===== config.mk =====
export PLATFORM = sky130hd
export DESIGN_NAME = mem_req_pipe
export DESIGN_NICKNAME = d
export VERILOG_FILES = /design/src/rtl/mem_req_pkg.sv /design/src/rtl/mem_req_align.sv /design/src/rtl/mem_req_pipe.sv
export SDC_FILE = /design/constraint.sdc
export NUM_CORES = 1
export LEC_CHECK = 0
export ABC_AREA = 1
export CAP_MARGIN = 20
export CORE_MARGIN = 5
export CORE_UTILIZATION = 30
export DETAILED_ROUTE_END_ITERATION = 10
export HOLD_SLACK_MARGIN = 0.03
export PLACE_DENSITY = 0.56
export SLEW_MARGIN = 20
export SYNTH_ARGS = -nofsm -noshare
export SYNTH_HDL_FRONTEND = slang
export SYNTH_HIERARCHICAL = 1
export SYNTH_SLANG_ARGS = --single-unit

===== constraint.sdc =====
create_clock -name sys_clk -period 11.4 [get_ports sys_clk]
set_input_delay 3.42 -clock sys_clk [delete_from_list [all_inputs] [get_ports sys_clk]]
set_output_delay 3.42 -clock sys_clk [all_outputs]
set_load 0.01 [all_outputs]

===== src/rtl/mem_req_pkg.sv =====
// Shared types for the memory request pipe: write-type encodings and the
// queued entry record.
package mem_req_pkg;
  localparam int DATA_W     = 32;
  localparam int ADDR_MAX_W = 64;

  localparam logic [1:0] WT_SB    = 2'b00;
  localparam logic [1:0] WT_SH    = 2'b01;
  localparam logic [1:0] WT_UNDEF = 2'b10;
  localparam logic [1:0] WT_SW    = 2'b11;

  // addr is sized for the widest supported address; narrower tops zero-extend
  typedef struct packed {
    logic                  read;
    logic                  write;
    logic [ADDR_MAX_W-1:0] addr;
    logic [DATA_W-1:0]     data;
    logic [3:0]            byte_en;
    logic                  misaligned;
  } req_entry_t;
endpackage


===== src/rtl/mem_req_align.sv =====
// Store alignment: lane enables, lane-replicated data and misalignment flag
// from the write type and the low two address bits.
module mem_req_align
  import mem_req_pkg::*;
(
  input  logic [1:0]        write_type,
  input  logic [1:0]        addr_lo,
  input  logic [DATA_W-1:0] data,
  output logic [3:0]        byte_en,
  output logic [DATA_W-1:0] lane_data,
  output logic              misaligned
);
  always_comb begin
    byte_en    = 4'b0000;
    lane_data  = '0;
    misaligned = 1'b0;
    case (write_type)
      WT_SB: begin
        byte_en   = 4'b0001 << addr_lo;
        lane_data = {4{data[7:0]}};
      end
      WT_SH: begin
        byte_en    = 4'b0011 << {addr_lo[1], 1'b0};
        lane_data  = {2{data[15:0]}};
        misaligned = addr_lo[0];
      end
      WT_SW: begin
        byte_en    = 4'b1111;
        lane_data  = data;
        misaligned = (addr_lo != 2'b00);
      end
      default: begin
        // undefined type: no lanes enabled, always flagged
        misaligned = 1'b1;
      end
    endcase
  end
endmodule


===== src/rtl/mem_req_pipe.sv =====
// Request queue between a load/store unit and the L1: aligns stores on entry,
// buffers DEPTH entries and presents the head combinationally.
module mem_req_pipe
  import mem_req_pkg::*;
#(
  parameter int DEPTH  = 4,
  parameter int ADDR_W = 32
) (
  input  logic                   sys_clk,
  input  logic                   rst,
  input  logic                   flush,
  input  logic                   in_valid,
  output logic                   in_ready,
  input  logic                   in_read,
  input  logic                   in_write,
  input  logic [ADDR_W-1:0]      in_addr,
  input  logic [1:0]             in_write_type,
  input  logic [DATA_W-1:0]      in_write_data,
  output logic                   out_valid,
  input  logic                   out_ready,
  output logic                   out_read,
  output logic                   out_write,
  output logic [ADDR_W-1:0]      out_addr,
  output logic [DATA_W-1:0]      out_write_data,
  output logic [3:0]             out_byte_en,
  output logic                   out_misaligned,
  output logic [$clog2(DEPTH):0] count
);
  localparam int PTR_W = $clog2(DEPTH);
  localparam int CNT_W = PTR_W + 1;

  req_entry_t       mem [DEPTH];
  req_entry_t       new_entry;
  req_entry_t       head;
  logic [PTR_W-1:0] rd_ptr;
  logic [PTR_W-1:0] wr_ptr;
  logic [3:0]       al_byte_en;
  logic [DATA_W-1:0] al_data;
  logic             al_misaligned;
  logic             push;
  logic             pop;

  assign in_ready  = (count != CNT_W'(DEPTH));
  assign out_valid = (count != '0);
  assign push      = in_valid && in_ready && (in_read || in_write);
  assign pop       = out_valid && out_ready;

  mem_req_align u_align (
    .write_type (in_write_type),
    .addr_lo    (in_addr[1:0]),
    .data       (in_write_data),
    .byte_en    (al_byte_en),
    .lane_data  (al_data),
    .misaligned (al_misaligned)
  );

  // A request with both kind bits set is a write that also carries read=1
  always_comb begin
    new_entry         = '0;
    new_entry.read    = in_read;
    new_entry.write   = in_write;
    new_entry.addr    = ADDR_MAX_W'(in_addr);
    new_entry.byte_en = 4'b1111;
    if (in_write) begin
      new_entry.data       = al_data;
      new_entry.byte_en    = al_byte_en;
      new_entry.misaligned = al_misaligned;
    end
  end

  always_ff @(negedge sys_clk or posedge rst) begin
    if (rst) begin
      rd_ptr <= '0;
      wr_ptr <= '0;
      count  <= '0;
    end else if (flush) begin
      rd_ptr <= '0;
      wr_ptr <= '0;
      count  <= '0;
    end else begin
      if (push) wr_ptr <= wr_ptr + PTR_W'(1);
      if (pop)  rd_ptr <= rd_ptr + PTR_W'(1);
      case ({push, pop})
        2'b10:   count <= count + CNT_W'(1);
        2'b01:   count <= count - CNT_W'(1);
        default: count <= count;
      endcase
    end
  end

  // Entry storage is not reset; outputs are gated by out_valid instead
  always_ff @(negedge sys_clk) begin
    if (push && !flush) mem[wr_ptr] <= new_entry;
  end

  assign head           = mem[rd_ptr];
  assign out_read       = out_valid & head.read;
  assign out_write      = out_valid & head.write;
  assign out_addr       = out_valid ? head.addr[ADDR_W-1:0] : '0;
  assign out_write_data = out_valid ? head.data : '0;
  assign out_byte_en    = out_valid ? head.byte_en : 4'b0000;
  assign out_misaligned = out_valid & head.misaligned;

  generate
    if (ADDR_W < ADDR_MAX_W) begin : g_addr_hi
      logic unused_addr_hi;
      assign unused_addr_hi = ^head.addr[ADDR_MAX_W-1:ADDR_W];
    end
  endgenerate
endmodule

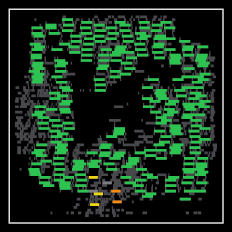
**Above:** run 1 (sequential cells grouped by signal name).
(1 px per um) Other sequential cells in the stronger grey, the rest of the logic in the fainter grey.
legend:
  `count`:
    colour: yellow
    flops: 3
  `mem`:
    colour: green
    flops: 284
    where: all over the die
  `wr_ptr`:
    colour: orange
    flops: 2
not coloured: 2

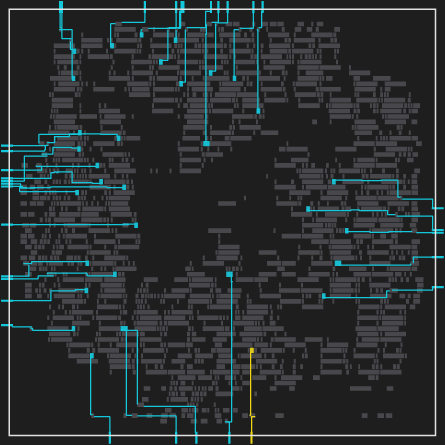
**Above:** run 1 (wires at chosen ports, followed through buffers).
(2 px per um)
legend:
  `out_write`:
    colour: yellow
    direction: output
    edge: south
    end_cells: 1
    buffers: 1
    wire: 42.6 um
  `out_write_data`:
    colour: cyan
    direction: output
    edge: 12 west, 11 north, 5 east, 4 south
    end_cells: 32
    buffers: 32
    wire: 1610 um

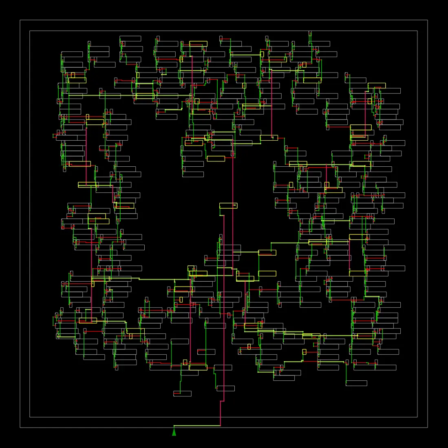
**Above:** run 1 (clock nets).
registers: 291
# clk buffers: 35
clock network power: 1.41 mW

==> reports/results.txt, run 1 <==
Gate Area = 2990 um^2
Placer Congestion = 0.801
Non-Filler Instances = 2088
hold path start = count[2]
Switching Share = 0.360
Layout fillers = 3957
Core Util at FP = 0.302
Routed Antenna Nets = 0
met3 WL post-DR = 1860 um
total power = 3.87 mW
postcts setup bufs = 2
Top cell area share = 0.694
largest cell class by area = flip-flops and latches
top cells by count, synth = nor2_1, edfxtp_1, nand2_1
Sequential Area = 8700 um^2
Area Growth Syn to Fin = 37.4%
Internal = 2.47 mW
initial antenna violation count = 0
final instance area = 16900 um^2
count of cell types in the netlist = 26
area fraction in and, or, nand and nor cells = 0.137
XOR Share, Synth = 0.000713
grt met2 use = 0.246
RSZ-0062 raised after global routing = yes
M1 wire length = 14700 um
Sink Count = 291
hold-critical path depth = 2
status = finished clean
Top cells excl fill/tap = inv_1, nor2_1, edfxtp_1, nand2_1, o21ai_1
number of remaining DRC errors = 0
hpwl dp = 19100 um
#MultiIn Comb = 664
flop-to-flop setup slack = 9.31 ns
DRT Wirelength = 34200 um
Iter 0 DRT Violations = 593
most numerous logic cell after layout = inv_1
Die ar. = 45100 um^2
top routing layer used = met4
synthesis-stage register bit count = 291
RR Startpoint = count[0]
# IOs = 149
cell count after placement = 1734
Port Buffers = 148
hold path endpoint = count[2]
Final Max Slew Viols = 0
asr flop ratio synth = 0.0241
CTS Buf Count = 34
hold slack = 0.521 ns
num rows = 74
Vias = 9613
n_diodes = 0
busiest grt layer = met2
Syn. warnings = 6
H-tree depth = 2
Die Y = 212 um
Longest Clk Path Bufs = 3
sequential share of cell area = 0.516
post-synthesis cell type with the largest combined area = edfxtp_1
Final Core Density = 0.415
mean post-synth cell area = 11.3 um^2
first-pass GRT wire length = 52500 um
Worst-Margin Slew = 0.563 ns
Flop pwr share = 0.323
Mapped Nets = 1165
setup ws final = 0.0717 ns
top-count cell post-synth = nor2_1
Pwr top = clock
Startpoint Class = register
CORE AREA = 40600 um^2
nets@finish = 1612
Final Skew = 0.0686 ns
clk cell area share = 0.126
Mux area share = 0
inverters = 66
HP Class = reg -> reg
Compound Share, Synth = 0.0945
Reg clk slew, reported paths = 0.05 ns
Cell area leaders = edfxtp_1, nor2_1, o21ai_0, a21oi_1, o21ai_1
CTS tree = built
Adder Area Share = 0.00570
met3 usage = 0.0477
sequential element share of the synthesized area = 0.709
Setup Crit Path Kind = reg -> out
clock root cell = clkbuf_16
Post-synth top flop = edfxtp_1
GRT overflow = 0
crit path DRT = 7.98 ns
maximum VDD drop = 203 uV
vias in the first global route = 10200
met1 Track Usage GR = 0.178
Clock power frac = 0.366
Worst setup EP type = output pin
Setup WS pre-CTS = 0.189 ns
data arrival time of the critical path = 7.91 ns
nonclk buf count = 193
Syn Inst Count = 1087
setup TNS = 0 ns
Routed WL per cell = 16.4 um
Late-Pin Clk Latency = 0.58 ns
GRT Total Usage = 0.149
hold_buf cts = 0
Crit Path Max Fanout = 22
Rel. slew slack = 0.621
DR pass1 iterations = 5
final hold violation count = 0
OpenROAD warning count = 316
Psw = 1.39 mW
Comb group = 1.21 mW
logic gate fraction of the total cell area = 0.177
Synth Cell Area = 12300 um^2
Top logic family = simple AND/OR/NAND/NOR gates
Chip Area, Yosys = 12300 um^2
non-clk buf share = 0.127
Max-Cap Viols = 0
path depth of the worst reg2reg path = 12
Area after DPL = 14600 um^2
pwr/cell area = 229 nW/um^2
combinational share of power = 0.312
setup violators final = 0
Reg-to-Reg End = count[2]
EDFF count, synth = 284
vias per cell = 4.60
## run 1: sequential cells by signal, indices dropped and copies added (netlist names)
name,cells
rd_ptr,2
wr_ptr,2
count,3
mem,284
## run 1: worst max-delay path by stage
stage,startpoint,end,slack [ns]
after floorplan,in_valid,mem[0][0],-0.42
after global placement,in_read,count[2],0.23
after detailed placement,in_read,count[2],0.19
after CTS,rd_ptr[0],out_addr[1],-0.19
after global routing,rd_ptr[0],out_byte_en[0],-0.1
final,rd_ptr[0],out_write_data[17],0.07
## run 1: critical path: stages (launching register included)
cell and delay, ns:
dfrtn_1 0.36, buf_12 0.16, buf_16 0.15, inv_8 0.13, bufbuf_16 0.33, o21ai_0 0.11, a21oi_1 0.25, clkbuf_2 0.19
**Run 1: wiring by layer**

(2 px per um)
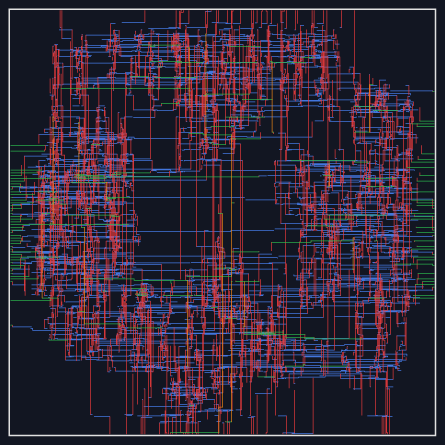

==> run 2: changes to the inputs <==
==> constraint.sdc (replaced) <==
create_clock -name sys_clk -period 11.4 [get_ports sys_clk]
set_input_delay 1.14 -clock sys_clk [delete_from_list [all_inputs] [get_ports sys_clk]]
set_output_delay 1.14 -clock sys_clk [all_outputs]
set_load 0.01 [all_outputs]
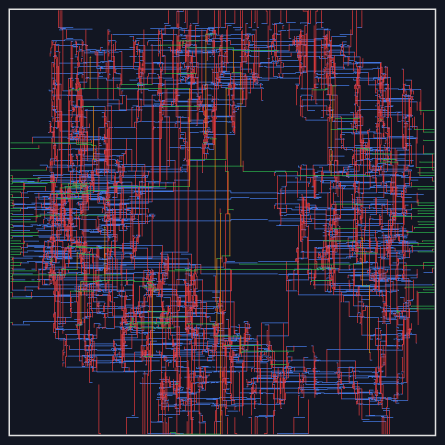
**Above:** run 2 (wiring by layer).
(2 px per um)
legend:
  metal 2:
    colour: red
    wire_length: 15700 um
  metal 1:
    colour: blue
    wire_length: 13800 um
  metal 3:
    colour: green
    wire_length: 1760 um
  metal 4:
    colour: orange
    wire_length: 687 um

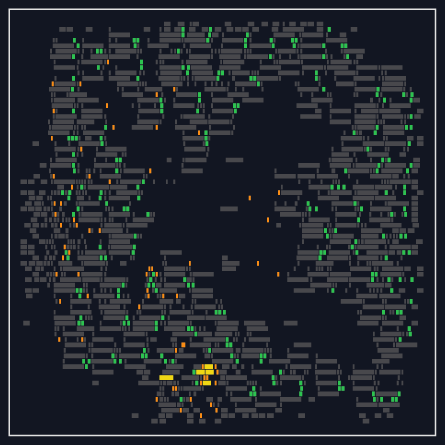
**Above:** run 2 (selected gate families).
(2 px per um)
legend:
  adder and majority cells:
    colour: yellow
    cells: 5
    most_used: ha_1
    where: south
  inverters:
    colour: orange
    cells: 66
    most_used: inv_1
  inverting AOI/OAI gates:
    colour: green
    cells: 232
    most_used: o21ai_0
    where: all over the die

==> run 2 against run 1 <==
  * Core utilization fell by 1.5 points
  * Clock power down 5%
  * Synthesized area unchanged
  * Clock skew down 0.0025 ns
  * Synthesized cell count stayed put
  * Sequential power hardly changed
  * Worst setup slack improved by 0.95 ns
  * Register-to-register slack lost 0.38 ns
  * Combinational power shrank 7%
  * Final cell count decreased by 1.6%
  * Count of clock-buffer cells in the layout shrank 4
  * Design area shrank 3.7%
  * Highest routed layer unchanged
==> reports/results.txt, run 2 <==
Mapped Nets = 1165
RSZ-0062 raised after global routing = no
DR WL met2 = 15700 um
Max-Cap Viols = 0
CORE AREA = 40600 um^2
final hold violation count = 0
Startpoint Class = register
Top logic family = simple AND/OR/NAND/NOR gates
Worst setup EP type = output pin
final instance area = 16300 um^2
Chip Area, Yosys = 12300 um^2
Worst-Margin Slew = 1.03 ns
nets@finish = 1581
count of cell types in the netlist = 26
top routing layer used = met4
postcts setup bufs = 0
hold path start = count[1]
top-count cell post-synth = nor2_1
H-tree depth = 1
met3 WL post-DR = 1760 um
Final Skew = 0.0661 ns
Routed Antenna Nets = 0
setup violators final = 0
Syn. warnings = 6
share of cells above drive strength 1 = 0.0499
most numerous logic cell after layout = inv_1
post-synthesis cell type with the largest combined area = edfxtp_1
Sink Count = 291
Mux area share = 0
CTS tree = built
HP Class = reg -> reg
GRT overflow = 0
pin count of the biggest net entering global routing = 75
Setup Crit Path Kind = reg -> out
top cells by count, synth = nor2_1, edfxtp_1, nand2_1
Layout fillers = 3980
DRT Wirelength = 32000 um
Synth Cell Area = 12300 um^2
setup TNS = 0 ns
CP endpoint = out_write_data[19]
Crit Path Max Fanout = 72
hold path endpoint = count[1]
CTS resizes = 0
mean post-synth cell area = 11.3 um^2
RR Startpoint = count[0]
Die Wd = 212 um
Top cells excl fill/tap = inv_1, nor2_1, edfxtp_1, clkdlybuf4s50_1, nand2_1
hpwl dp = 17600 um
path depth of the worst reg2reg path = 5
Post-synth top flop = edfxtp_1
number of remaining DRC errors = 0
setup ws final = 1.03 ns
CP Cell Sequence = buf_4 > nor2_1 > nor2_1 > o21ai_0 > a21oi_1 > clkdlybuf4s50_1
Placer Congestion = 0.789
Port Buffers = 148
vias in the first global route = 9875
Reg clk slew, reported paths = 0.05 ns
synthesis-stage register bit count = 291
num rows = 74
asr flop ratio synth = 0.0241
area fraction in and, or, nand and nor cells = 0.137
clock root cell = clkbuf_16
Adder Area Share = 0.00570
largest registers = mem x284, count x3
Die ar. = 45100 um^2
met3 usage = 0.0434
GRT Total Usage = 0.140
DR pass1 iterations = 5
Late-Pin Clk Latency = 0.61 ns
Longest Clk Path Bufs = 3
Final Max Slew Viols = 0
vias per cell = 4.53
pwr/cell area = 229 nW/um^2
Iter 0 DRT Violations = 463
grt met2 use = 0.235
status = finished clean
Area Growth Syn to Fin = 32.4%
Compound Share, Synth = 0.0945
Cell area leaders = edfxtp_1, nor2_1, o21ai_0, a21oi_1, o21ai_1
LEAKAGE = 6.99 nW
EDFF count, synth = 284
OpenROAD warning count = 313
# IOs = 149
Syn Inst Count = 1087
CTS Buf Count = 31
Area after DPL = 14200 um^2
cell count after placement = 1719
slowest CP cell = dfrtn_1
Die Y = 212 um
Routed WL per cell = 15.6 um
met1 Track Usage GR = 0.163
Crit. Startpoint = rd_ptr[0]
hold-critical path depth = 2
M1 wire length = 13800 um
Vias = 9319
first-pass GRT wire length = 50100 um
hold_buf cts = 0
XOR Share, Synth = 0.000713
max incr delay on CP = 0.91 ns
sequential element share of the synthesized area = 0.709
Top cell area share = 0.694
maximum VDD drop = 98.0 uV
Non-Filler Instances = 2055
most frequent CP cell = nor2_1
initial antenna violation count = 0
Largest register FFs = 284
Setup WS pre-CTS = 1.63 ns
yosys cell count = 1087
crit path DRT = 10.26 ns
Reg-to-Reg End = mem[0][62]
busiest grt layer = met2
Final Core Density = 0.400
hold slack = 0.531 ns
Biggest register = mem
data arrival time of the critical path = 9.23 ns
Core Util at FP = 0.302
total power = 3.72 mW
Rel. slew slack = 0.312
n_diodes = 0
flop-to-flop setup slack = 8.93 ns
## run 2: area by class of cell
class / instances / area [um^2] / share of cell area
Clock buffer: 31 / 776 / 0.0477
Clock inverter: 306 / 1250 / 0.0771
Inverter: 66 / 250 / 0.0154
Multi-Input combinational cell: 664 / 2950 / 0.181
Sequential cell: 291 / 8700 / 0.535
Tap cell: 532 / 666 / 0.0409
Timing Repair Buffer: 165 / 1660 / 0.102
## run 2: power by group
group	switching, mW	total [mW]	internal [mW]	leakage [nW]
Clock	0.648	1.34	0.691	2.00
Sequential	0.0252	1.26	1.23	2.69
Combinational	0.656	1.12	0.466	2.30
## run 2: worst max-delay path, delay by kind of cell (launching register included)
family          cells  cell delay, ns
flops               1            0.91
simple gates        2            0.25
buf+inv             2            1.31
compound gates      2            0.40
Power is estimated from default activity; no workload was simulated.
